Fig. 1: clock network drawn from the DEF
(4 px per um)
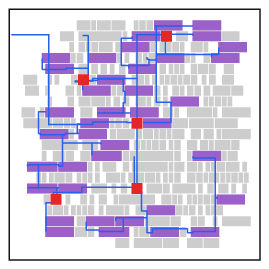
Fig. 2: cell classes on the final placement
(4 px per um)
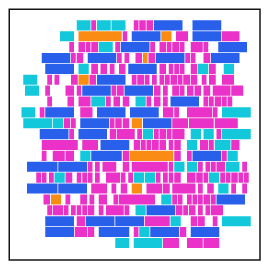
Fig. 3: sequential cells colored by netlist name
(4 px per um)
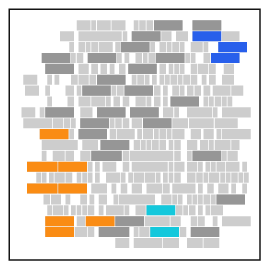
Fig. 4: cell placement
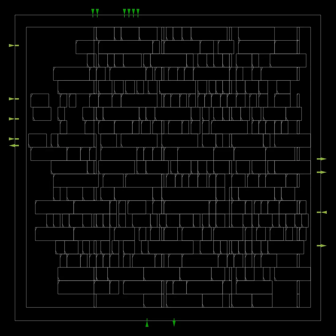
Design bpsk_frame_tx_flat, sky130hd; sources not shown.
==> run summary <==
Notes on the flow run.

- The run finished, with violations left.
- The final reports fail on setup timing.
- The DRC violations left is 0, for reference.
- The netlist uses 32 different library cells.
- After synthesis, the design contains 256 cells according to Yosys.
- The post-synthesis register bit count is 39, for reference.
- In this run the tool buffered the top-level ports with 16 buffer cells.
- The met2 track utilization from global routing is 37.0%, for reference.
- On the worst path, the slowest cell contributes a delay of 350 ps.
- The post-synthesis compound-gate area fraction is 14.6%, for reference.
- Setup slack on the worst path after placement came out at -3.56 ps.
- Across all hold checks on the routed design, the worst slack comes to 464 ps.
- Non-clock buffering takes up 15.4% of total cell area after layout.
- In this run the cell area of the synthesized design comes to 1900 um^2.
- The synthesis report lists the most area-consuming cells as dfxtp_1 41%, nand2_1 10%, inv_1 6.1%, o21ai_0 5.8%, nand3_1 5.3%.
- The synthesis stats list as the most numerous cell nand2_1.
- The setup slack on the worst flop-to-flop path is 30 ps, for reference.
- The area of the die is 3880 um^2, for reference.
- The final timing report counts setup violations totalling 2.
- The first global-routing pass estimated 6.89 mm of wire.
- The post-layout worst setup margin is -295 ps, for reference.
- Synthesis handed over a netlist of 256 instances.
- The die outline width is 62.3 um, for reference.
- The top routing layer in use is met4, for reference.
- In this run the critical path is formed by ha_1, nand2_1, clkinv_1, nor2_2, inv_2, nor2_4, a211o_4, buf_12.
- The combinational power is 0.132 mW, for reference.
- The number of buffers inserted by post-CTS setup repair is 6, for reference.
- The clock tree synthesis step divided the H-tree into 2 levels.
- The area fraction of clock buffers and clock inverters is 4.04%, for reference.
- The number of nets in the synthesized netlist is 275.
- The final total power is 1.75 mW, for reference.
- Detailed-route iteration 0 reported a violation count of 120.
- The kind of critical path is reg2out, for reference.
- The routed via count is 1,787, for reference.
- Entering global routing, the biggest net connects 31 pins.
- The placed wire-length estimate after detailed placement is 2.83 mm, for reference.
- Nets still carrying antenna violations after routing amount to 0.
- The highest achievable clock rate is 473 MHz, for reference.
- The final-report hold violation count is 0, for reference.
- The report puts the cell count of the worst reg-to-reg path at 10.
- The fraction of post-synthesis cell area in the top cell type by area is 41.0%, for reference.
- The cell kind with the greatest summed area is multi-input combinational cells, for reference.
- The net switching power in the latest report is 0.379 mW.
- The final timing summary puts the cycle share of the worst path at 116%.
- Per the layout report, the design carries 36 non-clock inverters.
- The met1 routed wirelength after detailed routing is 1.79 mm, for reference.
- The cell type with the largest total area is dfxtp_1, for reference.
- Per the slew report, the remaining headroom to the max-slew limit stands at 73.0%.
About Fig. 1:
clock wires -> blue  # length 461 um
flip-flops -> purple  # count 39
clock-net drivers -> red  # count 5
routed clock nets = 6
Clk network pwr share: 41.1%
Clk. pwr: 0.718 mW
source-to-sink clock delay at the later pin of the worst-skew pair: 360 ps
clock tree skew after final layout: 15.6 ps

About Fig. 2:
registers -> blue  # cells 39, share of their area 32%
clock drivers and dummy loads -> orange  # cells 8, share of their area 4.1%
remaining buffers and delay cells -> cyan  # cells 39, share of their area 16%
remaining logic cells -> magenta  # cells 211, share of their area 48%
Site Rows: 21
Post-Layout Inst Area: 2510 um^2
Floorplan Core Area: 3310 um^2

About Fig. 3:
`u_core.bit_cnt` -> blue  # placed flops 3
`u_core.state` -> cyan  # placed flops 2
`u_core.u_carrier.clk_counter` -> orange  # placed flops 8
not colored = 26
area of all sequential standard cells: 786 um^2
share of the core filled with cells in the final layout: 75.8%
sequential portion of the cell area: 31.3%

About Fig. 4:
number of filler cells placed in the layout: 241
Finished Layout Cells: 343
tap cell count: 46
sequential cells: 39

Power figures rest on the tool's default switching activity, not on a simulated workload.
